## config.mk

```make
export PLATFORM = sky130hd
export DESIGN_NAME = fetch_stage
export DESIGN_NICKNAME = d
export VERILOG_FILES = /design/src/rtl/fetch_stage.sv
export SDC_FILE = /design/constraint.sdc
export NUM_CORES = 1
export LEC_CHECK = 0
export CAP_MARGIN = 15
export CORE_AREA = 2 2 73 75
export CTS_BUF_LIST = sky130_fd_sc_hd__clkbuf_2
export DETAILED_ROUTE_END_ITERATION = 10
export DIE_AREA = 0 0 75 77
export GPL_ROUTABILITY_DRIVEN = 0
export PLACE_DENSITY = 0.93
export SLEW_MARGIN = 20
export SYNTH_ARGS = -nofsm -noshare
export SYNTH_HDL_FRONTEND = slang
export SYNTH_SLANG_ARGS = --single-unit
```

## constraint.sdc

```tcl
create_clock -name clk -period 2.1 [get_ports clk]
set_input_delay 0.42 -clock clk [delete_from_list [all_inputs] [get_ports clk]]
set_output_delay 0.42 -clock clk [all_outputs]
set_load 0.02 [all_outputs]
```

## src/rtl/fetch_stage.sv

```systemverilog
// PC register and IF/ID pipeline register for the RV32I fetch stage.
// Optional saturating perf counters are enabled by defining FETCH_PERF_CNT_EN.
module fetch_stage #(
    parameter int                  PC_WIDTH  = 8,
    parameter logic [PC_WIDTH-1:0] RESET_PC  = 8'h00,
    parameter logic [31:0]         NOP_INSTR = 32'h00000013
) (
    input  logic                clk,
    input  logic                reset,
    input  logic                stall,
    input  logic                flush,
    input  logic                redirect_valid,
    input  logic [PC_WIDTH-1:0] redirect_target,
    output logic [PC_WIDTH-1:0] imem_addr,
    input  logic [31:0]         imem_rdata,
    output logic                ifid_valid,
    output logic [31:0]         ifid_instr,
    output logic [PC_WIDTH-1:0] ifid_pc,
    output logic [PC_WIDTH-1:0] ifid_pc_plus4,
    output logic                misalign_err
`ifdef FETCH_PERF_CNT_EN
    ,
    output logic [15:0]         perf_fetched,
    output logic [15:0]         perf_bubbles
`endif
);

    logic [PC_WIDTH-1:0] pc;
    logic [PC_WIDTH-1:0] pc_next_seq;
    logic                load_valid;
    logic                load_bubble;

    assign imem_addr   = pc;
    assign pc_next_seq = pc + PC_WIDTH'(4);

    // Redirect outranks flush, which outranks stall; anything else advances.
    always_comb begin
        load_valid  = 1'b0;
        load_bubble = 1'b0;
        if (redirect_valid || flush) begin
            load_bubble = 1'b1;
        end else if (!stall) begin
            load_valid = 1'b1;
        end
    end

    always_ff @(posedge clk) begin
        if (reset) begin
            pc            <= RESET_PC;
            ifid_valid    <= 1'b0;
            ifid_instr    <= NOP_INSTR;
            ifid_pc       <= '0;
            ifid_pc_plus4 <= '0;
            misalign_err  <= 1'b0;
        end else begin
            misalign_err <= redirect_valid && (redirect_target[1:0] != 2'b00);
            if (redirect_valid) begin
                pc <= {redirect_target[PC_WIDTH-1:2], 2'b00};
            end else if (load_valid) begin
                pc <= pc_next_seq;
            end
            if (load_bubble) begin
                ifid_valid <= 1'b0;
                ifid_instr <= NOP_INSTR;
            end else if (load_valid) begin
                ifid_valid    <= 1'b1;
                ifid_instr    <= imem_rdata;
                ifid_pc       <= pc;
                ifid_pc_plus4 <= pc_next_seq;
            end
        end
    end

`ifdef FETCH_PERF_CNT_EN
    always_ff @(posedge clk) begin
        if (reset) begin
            perf_fetched <= '0;
            perf_bubbles <= '0;
        end else begin
            if (load_valid && (perf_fetched != '1)) begin
                perf_fetched <= perf_fetched + 16'd1;
            end
            if (load_bubble && (perf_bubbles != '1)) begin
                perf_bubbles <= perf_bubbles + 16'd1;
            end
        end
    end
`endif

endmodule

```

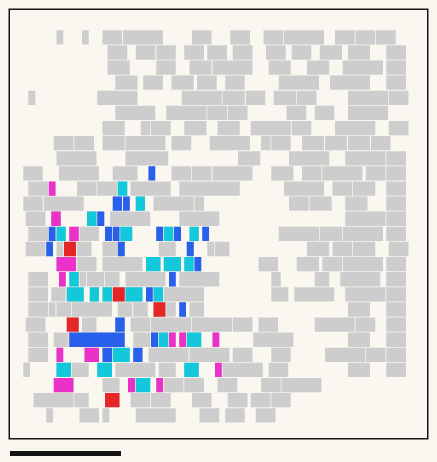
Run 1: selected gate families
Scale bar: 20 µm.
Magenta is nor cells, cells 14, most used nor2_1. Blue is nand cells, cells 22, most used nand2_1. Cyan is aoi and oai cells, cells 23, most used a21oi_1. Red is and/or cells, cells 5, most used or3_1.
combinational share of cell area: 26.3%
Final Non-Filler Cells: 352
Top cell excl fill/tap: clkdlybuf4s50_1

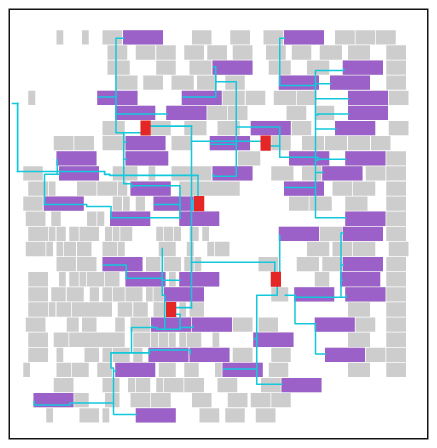
Run 1: clock distribution
Cyan is clock wires, length 569 µm. Red is clock-net drivers, count 5. Purple is flip-flops, count 52.
There are 6 routed clock nets.
Clk pwr share: 27.9%
Insertion Delay late pin: 0.43 ns
Worst Clk Skew: 0.0110 ns
Clk. pwr: 0.535 mW

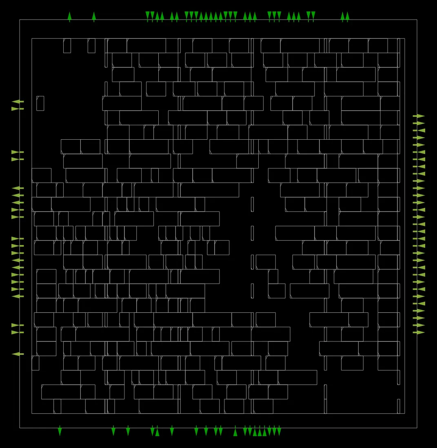
Run 1: placement view
flop count: 52
Seq/total area: 33.7%
Fill cells: 438
row cnt: 26

[run 1: state kept, by name, indices dropped and copies added, names as in the netlist]
name and flops:
ifid_instr 32, ifid_pc 6, ifid_pc_plus4 6, ifid_valid 1, imem_addr 6, misalign_err 1
[run 1: cell families after synthesis]
family	after synthesis
buffers and inverters	28
XOR/XNOR	4
adder cells (fa/ha/maj)	1
other	1
AND-OR/OR-AND	58
AND/OR/NAND/NOR	41
flip-flops	52
[run 1: layer usage]
| metal | GRT usage (%) | share of wire, % | wire (µm) |
|---|---|---|---|
| met1 | 23.9 | 42 | 2260 |
| met2 | 31.3 | 50 | 2640 |
| met3 | 4.73 | 7.2 | 384 |
| met4 | 4.11 | 0.83 | 44 |
| met5 | 0 | 0 | 0 |
[run 1: stage by stage]
step | hold WS (ns) | area [µm²] | util [%] | power, mW
global route | 0.487 | 3090 | 62.1 | 2.01
detailed placement | 0.453 | 3020 | 60.7 | 1.40
CTS | 0.480 | 3090 | 62.1 | 1.93
floorplan | 0.533 | 2020 | - | 1.23
global placement | 0.446 | 3020 | 60.7 | 1.39
finish | 0.477 | 3090 | 62.1 | 1.92
[run 1: power by group]
| group | leakage, nW | internal (mW) | switching, mW |
|---|---|---|---|
| logic | 0.633 | 0.180 | 0.154 |
| registers | 0.425 | 1.03 | 0.0262 |
| clock network | 0.0431 | 0.206 | 0.329 |
[run 1: worst min-delay path, stage by stage, from the launching register on]
cell     delay (ns)
dfxtp_1        0.37
nand2_1        0.05
a21oi_1        0.05
[run 1: cells in the final DEF (no fill, tap or decap), drive strengths merged, types with 5 or more instances in the layout]
cell type      count
a211oi             5
a21oi              8
buf               12
clkbuf             5
clkdlybuf4s50     96
conb               6
dfxtp             52
nand2             17
nor2               9
o221a             29
==> metrics.cfg, run 1 <==
[outcome]
status = finished, final reports clean

[synthesis]
avgSynthCellArea_um2 = 10.8
fa_ha_area_share_pct = 0.624
simple_gate_share_pct = 10.2
ys.warnings.count = 0
synth_seq_share_pct = 51.9

[cells_and_area]
signal_buffers = 108
final-nonclk-buf-share_pct = 34.4
inv_count = 4
logic_area_um2 = 812

[global_routing]
grt_max_degree = 38
grt_remaining_overflow = 0

[die]
die_w_um = 75
initCoreUtil_pct = 40.3

[power_and_ir_drop]
p_leak_nw = 1.10
ir_drop_mv = 0.310
cellPowerDensity_nw_per_um2 = 621

[worst_setup_path]
cp_slowest_stage_delay_ns = 0.66
path_buffers = 1
path_depth = 1

[final_timing]
setup_ws_ns = 0.0590
setup_tns_ns = 0

[place]
dpl_worst_slack_ns = 0.144

## Run 2: what changed since run 1
--- a/config.mk
+++ b/config.mk
@@ -6,12 +6,12 @@
 export NUM_CORES = 1
 export LEC_CHECK = 0
 export CAP_MARGIN = 15
-export CORE_AREA = 2 2 73 75
+export CORE_AREA = 2 2 77 79
 export CTS_BUF_LIST = sky130_fd_sc_hd__clkbuf_2
 export DETAILED_ROUTE_END_ITERATION = 10
-export DIE_AREA = 0 0 75 77
+export DIE_AREA = 0 0 79 81
 export GPL_ROUTABILITY_DRIVEN = 0
-export PLACE_DENSITY = 0.93
+export PLACE_DENSITY = 0.89
 export SLEW_MARGIN = 20
 export SYNTH_ARGS = -nofsm -noshare
 export SYNTH_HDL_FRONTEND = slang
==> constraint.sdc (replaced) <==
create_clock -name clk -period 1.8 [get_ports clk]
set_input_delay 0.36 -clock clk [delete_from_list [all_inputs] [get_ports clk]]
set_output_delay 0.36 -clock clk [all_outputs]
set_load 0.02 [all_outputs]
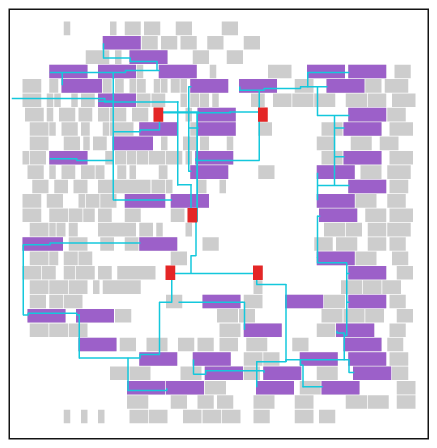
Run 2: clock distribution
Red is clock-net drivers, count 5. Purple is flip-flops, count 52. Cyan is clock wires, length 576 µm.
There are 6 routed clock nets. Position of the flops: widely spread.

==> metrics.cfg, run 2 <==
[power_and_ir_drop]
clkPwrFrac_pct = 22.6  ; was 27.9%
cellPowerDensity_nw_per_um2 = 664  ; was 621 nW/µm²
power.switching_mw = 0.567  ; was 0.509 mW
sw_frac_of_total_pct = 27.5  ; was 26.5%
intPower_mw = 1.50  ; was 1.41 mW
ir_drop_mv = 0.328  ; was 0.310 mV
pwr-share-comb_pct = 18.1  ; was 17.4%
p_seq_share_pct = 59.3  ; was 54.8%
p_leak_nw = 1.44  ; was 1.10 nW

[cells_and_area]
top_register = ifid_instr  ; unchanged
fin_util_pct = 54.8  ; was 62.1%
fill_cells = 526  ; was 438
final_area_um2 = 3110  ; was 3090 µm²
layout_top_cell = dfxtp_1  ; was clkdlybuf4s50_1
logic_area_um2 = 812  ; unchanged
final_cell_mix = 48 x dfxtp_1, 44 x clkdlybuf4s50_1, 43 x dlygate4sd2_1  ; was 96 x clkdlybuf4s50_1, 51 x dfxtp_1, 22 x o221a_1
largest_reg_flops = 32  ; unchanged
drive_gt1_share_pct = 13.6  ; was 11.0%
finalNonFillerCells = 362  ; was 352

[clock_network]
cts_resized = 47  ; was 1
postCtsSetupBuffers = 0  ; unchanged
insertion_delay_ns = 0.42  ; was 0.43 ns

[outcome]
status = finished, final reports clean  ; unchanged

[place]
placed_area_um2 = 3090  ; was 3020 µm²
dpl_worst_slack_ns = -0.0753  ; was 0.144 ns

[detailed_routing]
finalWirelength_mm = 5.01  ; was 5.33 mm
viasPerCell = 4.98  ; was 5.13
detail_route.iter0.violations = 41  ; was 81
drc = 0  ; unchanged

[synthesis]
synthTopCellsByCount = 52 x dfxtp_1, 22 x o221a_1, 17 x nand2_1, 9 x nor2_1, 8 x a21oi_1  ; unchanged
ys_area_um2 = 2010  ; unchanged
ys.warnings.count = 0  ; unchanged
synth_seq_share_pct = 51.9  ; unchanged
avgSynthCellArea_um2 = 10.8  ; unchanged
ys_ff = 52  ; unchanged

[die]
die.size.y_um = 81  ; was 77 µm
row_count = 28  ; was 26
die_w_um = 79  ; was 75 µm
initCoreUtil_pct = 35.3  ; was 40.3%

[final_timing]
max_freq_ghz = 0.601
fin_skew_ns = 0.0241  ; was 0.0110 ns
slew_viol_final = 0  ; unchanged
setup_ws_ns = 0.136  ; was 0.0590 ns
hold_slack_ns = 0.456  ; was 0.477 ns

[hold_path]
worstHoldEndpoint = imem_addr[5]  ; was ifid_pc[4]

[global_routing]
grtUsageTotal_pct = 15.9  ; was 18.7%
grt_remaining_overflow = 0  ; unchanged
grt_max_degree = 38  ; unchanged

[worst_setup_path]
critical_path_class = reg2out  ; unchanged

## run 2: metrics by stage
stage | power (mW) | TNS, ns
2_1_floorplan | 1.43 | 0
3_3_place_gp | 1.64 | -0.791
5_1_grt | 2.18 | 0
3_5_place_dp | 1.65 | -1.92
6_report | 2.06 | 0
4_1_cts | 2.10 | 0
## run 2: layout make-up
cell class | instances | share of cell area [%]
inverter | 4 | 0.483
sequential | 52 | 33.7
timing repair buffer | 113 | 35.2
clock buffer | 6 | 0.966
clock inverter | 2 | 0.523
tap | 75 | 3.02
multi-input combinational | 110 | 26.1
## run 2: cell families (layout without fill, tap and decap cells)
logic type | Yosys count | count (layout) | share of synthesized area (%)
XOR/XNOR | 4 | 4 | 1.75
AND/OR/NAND/NOR | 41 | 41 | 10.2
buffers and inverters | 28 | 125 | 9.04
other | 1 | 6 | 0.187
AND-OR/OR-AND | 58 | 58 | 26.3
flip-flops | 52 | 52 | 51.9
adder cells (fa/ha/maj) | 1 | 1 | 0.624
## run 2: per-layer routing
metal | global-route usage [%] | vias up | routed length [µm]
met4 | 4.66 | 0 | 75
met1 | 18.8 | 846 | 2120
met5 | 0 | - | 0
met2 | 28.9 | 66 | 2500
li1 | - | 884 | -
met3 | 3.33 | 8 | 313
## run 2: power by group through the flow
| stage | Sequential, mW | Combinational, mW | Clock [mW] |
|---|---|---|---|
| final | 1.22 | 0.374 | 0.466 |
| after global routing | 1.23 | 0.404 | 0.543 |
| after CTS | 1.23 | 0.379 | 0.499 |
| after detailed placement | 1.25 | 0.401 | 0 |
| after global placement | 1.25 | 0.395 | 0 |
| after floorplan | 1.30 | 0.135 | 0 |
## run 2: worst max-delay path: stages, from the launching register on
cell and delay, ns:
dfxtp_1 0.40, buf_4 0.15, dlygate4sd2_1 0.34
Power and IR drop assume default switching activity.
